**Run 1: M1 wires**

Supply wires on this layer in grey.
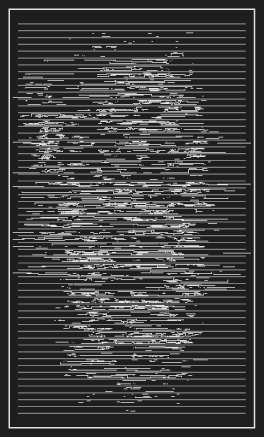
**Run 1: signal wires on met2**

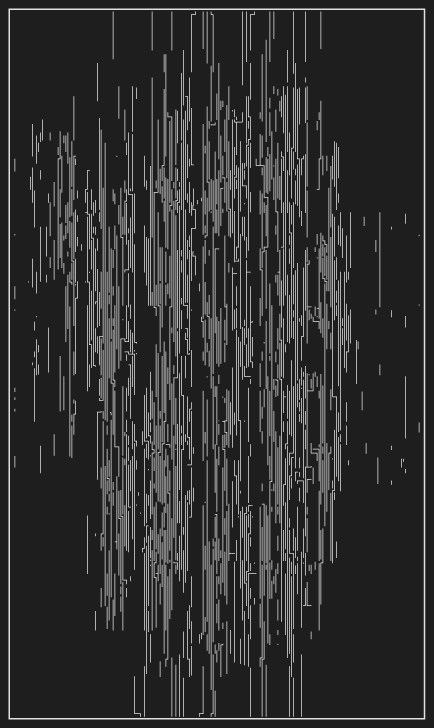
**Run 1: metal 3**

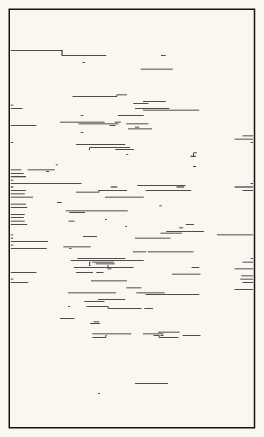
**Run 1: clock nets**

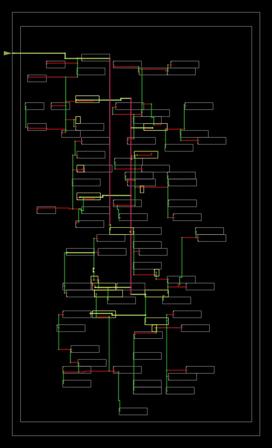
[src/rtl/reg_file_scoreboard.sv]
// reg_file_scoreboard
//   Register file for the double-accumulator datapath. It has two combinational
//   read ports with write-bypass, one byte-enabled writeback port and a
//   per-register pending bit. The control unit uses the pending bits to stall
//   an issue whose destination still awaits writeback.
//
// Ports
//   CLK, RST        clock (rising edge), synchronous active-low reset
//   rd_addr_a/b     read addresses
//   rd_data_a/b     read data (combinational, bypassed from same-cycle write)
//   busy_a/b        source still pending and not resolved by this cycle's write
//   wr_en, wr_addr, wr_data, wr_be
//                   writeback strobe, register, data and byte enables
//   issue_en, issue_dest
//                   issue strobe and destination register to mark pending
//   stall           issue rejected this cycle (combinational)
//   busy_vec        registered pending bits
//   pending_count   registered popcount of busy_vec
module reg_file_scoreboard #(
  parameter int DATA_W   = 16,
  parameter int NUM_REGS = 4,
  parameter int ADDR_W   = 2,
  parameter int ZERO_REG = 0
) (
  input  logic                  CLK,
  input  logic                  RST,
  input  logic [ADDR_W-1:0]     rd_addr_a,
  input  logic [ADDR_W-1:0]     rd_addr_b,
  output logic [DATA_W-1:0]     rd_data_a,
  output logic [DATA_W-1:0]     rd_data_b,
  output logic                  busy_a,
  output logic                  busy_b,
  input  logic                  wr_en,
  input  logic [ADDR_W-1:0]     wr_addr,
  input  logic [DATA_W-1:0]     wr_data,
  input  logic [DATA_W/8-1:0]   wr_be,
  input  logic                  issue_en,
  input  logic [ADDR_W-1:0]     issue_dest,
  output logic                  stall,
  output logic [NUM_REGS-1:0]   busy_vec,
  output logic [ADDR_W:0]       pending_count
);

  localparam int NB = DATA_W / 8;
  localparam bit ZR = (ZERO_REG != 0);

  logic [DATA_W-1:0]   regs [NUM_REGS];
  logic [DATA_W-1:0]   wr_merged;
  logic                wr_to_zero;
  logic                issue_to_zero;
  logic                issue_ok;
  logic [NUM_REGS-1:0] busy_nxt;

  // Byte i of the result comes from nw when be[i] is set, else from old.
  function automatic logic [DATA_W-1:0] byte_merge(
    input logic [DATA_W-1:0] old,
    input logic [DATA_W-1:0] nw,
    input logic [NB-1:0]     be
  );
    logic [DATA_W-1:0] r;
    r = old;
    for (int i = 0; i < NB; i++) begin
      if (be[i]) r[i*8 +: 8] = nw[i*8 +: 8];
    end
    return r;
  endfunction

  function automatic logic [ADDR_W:0] popcount(input logic [NUM_REGS-1:0] v);
    logic [ADDR_W:0] cnt;
    cnt = '0;
    for (int i = 0; i < NUM_REGS; i++) begin
      cnt = cnt + (ADDR_W+1)'(v[i]);
    end
    return cnt;
  endfunction

  // Combinational stage: write merge, bypassed reads, hazard resolution
  assign wr_merged     = byte_merge(regs[wr_addr], wr_data, wr_be);
  assign wr_to_zero    = ZR && (wr_addr == '0);
  assign issue_to_zero = ZR && (issue_dest == '0);

  always_comb begin
    rd_data_a = regs[rd_addr_a];
    if (wr_en && (wr_addr == rd_addr_a)) rd_data_a = wr_merged;
    if (ZR && (rd_addr_a == '0))          rd_data_a = '0;

    rd_data_b = regs[rd_addr_b];
    if (wr_en && (wr_addr == rd_addr_b)) rd_data_b = wr_merged;
    if (ZR && (rd_addr_b == '0))          rd_data_b = '0;
  end

  // A same-cycle writeback to the register resolves the hazard, so neither
  // the readers nor the issuer see it as busy.
  assign busy_a = busy_vec[rd_addr_a] & ~(wr_en & (wr_addr == rd_addr_a));
  assign busy_b = busy_vec[rd_addr_b] & ~(wr_en & (wr_addr == rd_addr_b));
  assign stall  = issue_en & busy_vec[issue_dest] & ~(wr_en & (wr_addr == issue_dest));

  // Clear on writeback first, then set on issue, so a same-cycle issue wins.
  // The hardwired zero register never becomes pending.
  assign issue_ok = issue_en & ~stall & ~issue_to_zero;

  always_comb begin
    busy_nxt = busy_vec;
    if (wr_en)    busy_nxt[wr_addr]    = 1'b0;
    if (issue_ok) busy_nxt[issue_dest] = 1'b1;
  end

  // Register stage: architectural state and scoreboard
  always_ff @(posedge CLK) begin
    if (!RST) begin
      for (int i = 0; i < NUM_REGS; i++) regs[i] <= '0;
      busy_vec      <= '0;
      pending_count <= '0;
    end else begin
      if (wr_en && !wr_to_zero) regs[wr_addr] <= wr_merged;
      busy_vec      <= busy_nxt;
      pending_count <= popcount(busy_nxt);
    end
  end

endmodule

[config.mk]
export PLATFORM = sky130hd
export DESIGN_NAME = reg_file_scoreboard
export DESIGN_NICKNAME = d
export VERILOG_FILES = /design/src/rtl/reg_file_scoreboard.sv
export SDC_FILE = /design/constraint.sdc
export NUM_CORES = 1
export LEC_CHECK = 0
export CAP_MARGIN = 0
export CORE_AREA = 3 3 94 163
export CTS_BUF_LIST = sky130_fd_sc_hd__clkbuf_16
export DETAILED_ROUTE_END_ITERATION = 12
export DIE_AREA = 0 0 97 166
export PLACE_DENSITY = 0.58
export SYNTH_ARGS = -nofsm -noshare
export SYNTH_HDL_FRONTEND = slang
export SYNTH_SLANG_ARGS = --single-unit
export TNS_END_PERCENT = 1
[constraint.sdc]
create_clock -name CLK -period 5.85 [get_ports CLK]
set_input_delay 1.17 -clock CLK [delete_from_list [all_inputs] [get_ports CLK]]
set_output_delay 1.17 -clock CLK [all_outputs]
set_load 0.05 [all_outputs]
==> impl_metrics.py, run 1 <==
# Auto-generated metrics
metrics = {
    "run_status": {
        "status": "finished clean",
    },
    "power": {
        "p_comb_share_pct": 32.8,
        "peakVddDrop_v": 0.0001716,
        "pwr-share-clk_pct": 31.6,
        "p_leak_nw": 2.199,
        "seqPwrFrac_pct": 35.6,
        "power_mw": 1.721,
        "sw_frac_of_total_pct": 33.02,
        "power.density_nw_per_um2": 273.0,
    },
    "drt": {
        "topRoutingLayerUsed": "met4",
        "dr_wl_met3_um": 986,
        "avgViaCountPerCell": 6.290,
        "drt_first_pass_iters": 5,
        "drt-initial-drc-count": 388,
        "drcViolationCount": 0,
        "drt-met1-wl_mm": 5.774,
        "wl_per_cell_um": 25.00,
    },
    "placed_design": {
        "io_buffers": 71,
        "dp_hpwl_mm": 10.34,
        "dp_slack_ns": 0.7878,
        "place.gp.congestion": 0.8117,
    },
    "logic_synthesis": {
        "synth_cells": 393,
        "synth.most_common_cell": "edfxtp_1",
        "synth-edff-count": 64,
        "fp_nets": 426,
        "syn-cell-area_sq_um": 4885,
        "synth_top_area_share_pct": 39.34,
        "ys_chip_area_sq_um": 4885,
        "synthDistinctLibCells": 43,
        "synth_seq_share_pct": 42.21,
        "simple_gate_area_share_pct": 12.70,
        "synth_stat.cells": 393,
        "synth_warnings": 0,
        "mux_area_share_pct": 20.88,
        "ys_ff": 71,
        "syn_avg_cell_area_sq_um": 12.43,
        "logic_family": "multiplexers",
        "async_flop_share_pct": 0,
    },
    "worst_setup_path": {
        "slowest_delay_ns": 0.87,
        "crit_required_ns": 4.68,
        "arrival_ns": 3.92,
        "crit_fanout": 17,
        "cp_slowest_cell": "xor2_2",
        "cp-end-kind": "primary output",
        "start_kind": "primary input",
    },
    "timing": {
        "hold_violations": 0,
        "slew_violations": 0,
        "period_needed_ns": 5.087,
        "fmaxAchievable_mhz": 196.6,
        "fin_crit_sh_pct": 86.95,
        "slew_headroom_pct": 23.11,
        "rsz0062_at_grt": "false",
        "setup_viol": 0,
        "skew_ns": 0.006941,
    },
    "cts": {
        "cts-resized-gates": 0,
        "post_cts_buffers": 0,
        "cts_root_buffer": "clkbuf_16",
        "htree_levels": 3,
        "cts_tree": "done",
        "clkTransAtPathRegs_ns": 0.06,
        "cts_buffer_depth": 2,
        "postCtsHoldBufs": 0,
    },
    "grt": {
        "antenna_found_initial": 0,
        "grt_pass1_wl_mm": 24.56,
    },
    "layout": {
        "syn_to_final_growth_pct": 29.07,
        "drive_above_1_share_pct": 31.35,
        "diodes": 0,
        "layout.nets": 481,
        "stdcell_area_sq_um": 6305,
    },
    "job": {
        "tool_warnings": 26,
        "cap_violations": 0,
    },
    "floorplanning": {
        "placementRows": 57,
        "ios": 72,
    },
}
## Picture notes: 'M1 wires'
main direction: horizontal
share of all routed wire: 37%
DR vias: 3963
met1 Use GR: 23.26%
Routed WL: 15.75 mm

## Picture notes: 'signal wires on met2'
share of all routed wire: 54%
nets with wire on the layer: 452
main direction: vertical
met2 usage: 34.81%

## Picture notes: 'metal 3'
longest straight run: 28.8 um
main direction: horizontal
nets with wire on the layer: 78
share of all routed wire: 6.3%
grt met3 use: 3.573%

## Picture notes: 'clock nets'
clock-net power: 0.543 mW
Clk Latency, worst-skew pair: 0.34 ns

-- run 1: sequential cells by signal, summed over array words and instances, names as in the netlist --
name and flops:
pending_count 3, busy_vec 4, regs 64
-- run 1: path summary, 6_finish.rpt --
path / endpoint / slack [ns] / cells past startpoint / startpoint
worst max-delay path: rd_data_b[2] / 0.76 / 5 / wr_addr[1]
worst min register to register: busy_vec[2] / 0.70 / 2 / busy_vec[2]
worst max register to register: pending_count[1] / 3.84 / 6 / busy_vec[1]
worst min-delay path: busy_vec[2] / 0.70 / 2 / busy_vec[2]
-- run 1: layout by cell type, fill, tap and decap left out, types with 4 or more instances in the layout --
cell and count:
edfxtp_1 64, o31ai_1 53, nor3_1 45, clkdlybuf4s50_1 36, mux4_2 35, buf_12 33
nor2_1 19, mux2_2 17, a211oi_2 15, o22ai_1 14, nor2b_1 14, buf_4 11
o31ai_2 9, nand2_1 9, clkbuf_16 9, dfxtp_1 7, and2_1 5, nand4_1 4
mux2i_1 4, a21boi_0 4
-- run 1: per-stage QoR --
step / instances / util, %
finish: 630 / 44.87
CTS: 630 / 44.87
global route: 630 / 44.87
global placement: 614 / 42.82
detailed placement: 614 / 42.82
floorplan: 393 / -
-- run 1: metal layers --
layer  up-vias  GRT usage, %
met1      2009         23.26
li1       1730             -
met4         0         7.885
met3        33         3.573
met5         -             0
met2       191         34.81
-- run 1: cells by family after synthesis --
logic type / after synthesis
flip-flops: 71
adder cells (fa/ha/maj): 3
XOR/XNOR: 6
AND/OR/NAND/NOR: 117
multiplexers: 56
buffers and inverters: 40
AND-OR/OR-AND: 100
-- run 1: critical path, delay by kind of cell --
| kind | cells | cell delay (ns) |
|---|---|---|
| AND-OR/OR-AND | 1 | 0.27 |
| buffers and inverters | 2 | 0.82 |
| XOR/XNOR | 1 | 0.87 |
| AND/OR/NAND/NOR | 1 | 0.78 |
-- run 1: power groups by stage --
stage                     clock network [mW]  logic (mW)  registers, mW
after global placement                     0       0.563          0.619
after CTS                              0.545       0.567          0.613
after detailed placement                   0       0.566          0.623
after floorplan                            0       0.318          0.626
after global routing                   0.574       0.591          0.616
final                                  0.543       0.564          0.614
-- run 1: final cells by class --
type | instances | area (sq um)
clock buffers | 9 | 225.2
clock inverters | 7 | 63.81
fillers | 1259 | 7745
inverters | 3 | 11.26
multi-input cells | 282 | 2613
flip-flops and latches | 71 | 2062
well taps | 177 | 221.5
repair buffers | 81 | 1109
--- run 2 (diff from run 1) ---
--- a/config.mk
+++ b/config.mk
@@ -10,7 +10,7 @@
 export CTS_BUF_LIST = sky130_fd_sc_hd__clkbuf_16
 export DETAILED_ROUTE_END_ITERATION = 12
 export DIE_AREA = 0 0 97 166
-export PLACE_DENSITY = 0.58
+export PLACE_DENSITY = 0.53
 export SYNTH_ARGS = -nofsm -noshare
 export SYNTH_HDL_FRONTEND = slang
 export SYNTH_SLANG_ARGS = --single-unit
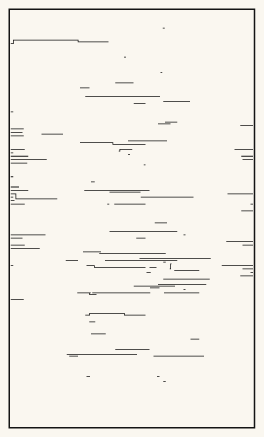
**Above:** run 2 (metal 3).
share of all routed wire: 5.0%
main direction: horizontal
nets with wire on the layer: 67
wire length on this layer: 804 um
DR vias: 3894
grt met3 use: 3.825%
Routed WL: 16.20 mm

==> run 2 against run 1 <==
  * Worst setup slack lost 0.12 ns
  * Maximum frequency is 2.3% lower
  * Sequential share of layout area increased by 0.14 points
  * Register-to-register slack about the same
  * Sequential power barely moved
==> impl_metrics.py, run 2 <==
# Auto-generated metrics
metrics = {
    "layout": {
        "diodes": 0,
        "drive_above_1_share_pct": 30.22,
        "layout.nets": 480,
        "lay_top_cells": "64 x edfxtp_1, 53 x o31ai_1, 45 x nor3_1",
        "syn_to_final_growth_pct": 28.53,
        "largest_reg_flops": 64,
        "largest_register": "regs",
        "mostFrequentLayoutCell": "edfxtp_1",
    },
    "power": {
        "power.density_nw_per_um2": 270.3,
        "peakVddDrop_v": 0.0001464,
    },
    "timing": {
        "slew_violations": 0,
        "slew_headroom_pct": 20.74,
        "fmaxAchievable_mhz": 192.0,
        "skew_ns": 0.003658,
        "setup_tns_ns": 0,
        "fin_crit_sh_pct": 89.01,
        "hold_violations": 0,
        "rsz0062_at_grt": "false",
        "setup_viol": 0,
        "whs_ns": 0.6973,
    },
    "drt": {
        "drt-initial-drc-count": 232,
        "wl_per_cell_um": 25.83,
        "drt_first_pass_iters": 4,
        "avgViaCountPerCell": 6.211,
        "ant_nets": 0,
        "drcViolationCount": 0,
    },
    "job": {
        "tool_warnings": 26,
        "cap_violations": 0,
    },
    "floorplanning": {
        "ios": 72,
        "placementRows": 57,
    },
    "logic_synthesis": {
        "synthDistinctLibCells": 43,
        "syn-cell-area_sq_um": 4885,
        "syn_avg_cell_area_sq_um": 12.43,
        "fp_nets": 426,
        "async_flop_share_pct": 0,
        "synth_cells": 393,
        "ys_ff": 71,
        "ys_chip_area_sq_um": 4885,
        "synth_warnings": 0,
        "synth-edff-count": 64,
        "synth_stat.cells": 393,
        "synth_top_area_share_pct": 39.34,
        "synth.most_common_cell": "edfxtp_1",
        "synth_seq_share_pct": 42.21,
    },
    "placed_design": {
        "place.gp.congestion": 0.8650,
        "dp_hpwl_mm": 10.37,
        "io_buffers": 71,
    },
    "min_path": {
        "hold_path.class": "register to register",
    },
    "grt": {
        "grt_use_met1_pct": 22.93,
        "busiest_layer": "met2",
        "grt_pass1_wl_mm": 24.82,
        "antenna_found_initial": 0,
        "grtUsageMet2_pct": 35.98,
    },
    "cts": {
        "post_cts_buffers": 0,
        "cts_root_buffer": "clkbuf_16",
        "clk-insertion-delay-late_ns": 0.34,
        "cts_tree": "done",
        "clkTransAtPathRegs_ns": 0.05,
        "cts_buffer_depth": 2,
        "htree_levels": 3,
        "cts-resized-gates": 0,
        "postCtsHoldBufs": 0,
    },
    "worst_setup_path": {
        "start_kind": "primary input",
        "crit_required_ns": 4.68,
        "arrival_ns": 4.04,
        "crit_fanout": 19,
        "cp-end-kind": "primary output",
        "crit_type": "primary input to primary output",
    },
    "run_status": {
        "status": "finished clean",
    },
}
run 2: worst max-delay path, cell delays in order:
cell,delay [ns]
clkdlybuf4s50_1,0.70
inv_1,0.41
or3_1,0.89
o31ai_1,0.65
buf_12,0.21
run 2: report_power, final:
part           leakage, nW  internal (mW)  total [mW]  switching, mW
Combinational         1.33          0.237       0.565          0.328
Clock                0.143          0.319       0.520          0.201
Sequential           0.730          0.589       0.613         0.0236
run 2: area by class of cell:
type | count | area (sq um)
sequential | 71 | 2062
tap | 177 | 221.5
inverter | 3 | 11.26
clock buffer | 9 | 225.2
clock inverter | 5 | 45.04
multi-input combinational | 282 | 2613
timing repair buffer | 80 | 1101
fill | 1300 | 7771
run 2: metal layers:
metal / wire length (um) / vias to the layer above
met5: 0 / -
met3: 803 / 32
li1: - / 1727
met2: 8927 / 133
met4: 442 / 0
met1: 6024 / 2002
run 2: stage by stage:
| stage | cell area (sq um) | total power, mW | util (%) | setup slack (ns) | std cells |
|---|---|---|---|---|---|
| 3_5_place_dp | 6008 | 1.188 | 42.76 | 0.7139 | 613 |
| 3_3_place_gp | 6008 | 1.182 | 42.76 | 0.7117 | 613 |
| 4_1_cts | 6279 | 1.706 | 44.69 | 0.6871 | 627 |
| 6_report | 6279 | 1.697 | 44.69 | 0.6428 | 627 |
| 5_1_grt | 6279 | 1.753 | 44.69 | 0.5440 | 627 |
| 2_1_floorplan | 4885 | 0.9441 | - | 1.322 | 393 |
run 2: kinds of logic (layout without fill, tap and decap cells):
logic type	after synthesis	count (layout)	synth area share, %
buffers and inverters	40	97	4.303
and+or+nand+nor	117	117	12.71
DFF	71	71	42.21
AOI/OAI and AO/OA	100	100	17.44
muxes	56	56	20.88
xor gates and xnor gates	6	6	1.537
adders and majority gates	3	3	0.9221
run 2: final timing paths:
| check | to | cells after the start | startpoint | slack [ns] |
|---|---|---|---|---|
| hold / removal | busy_vec[2] | 2 | busy_vec[2] | 0.70 |
| setup reg to reg | pending_count[1] | 6 | busy_vec[1] | 3.85 |
| setup / recovery | rd_data_a[1] | 5 | wr_en | 0.64 |
| hold reg to reg | busy_vec[2] | 2 | busy_vec[2] | 0.70 |
Power figures rest on the tool's default switching activity, not on a simulated workload.
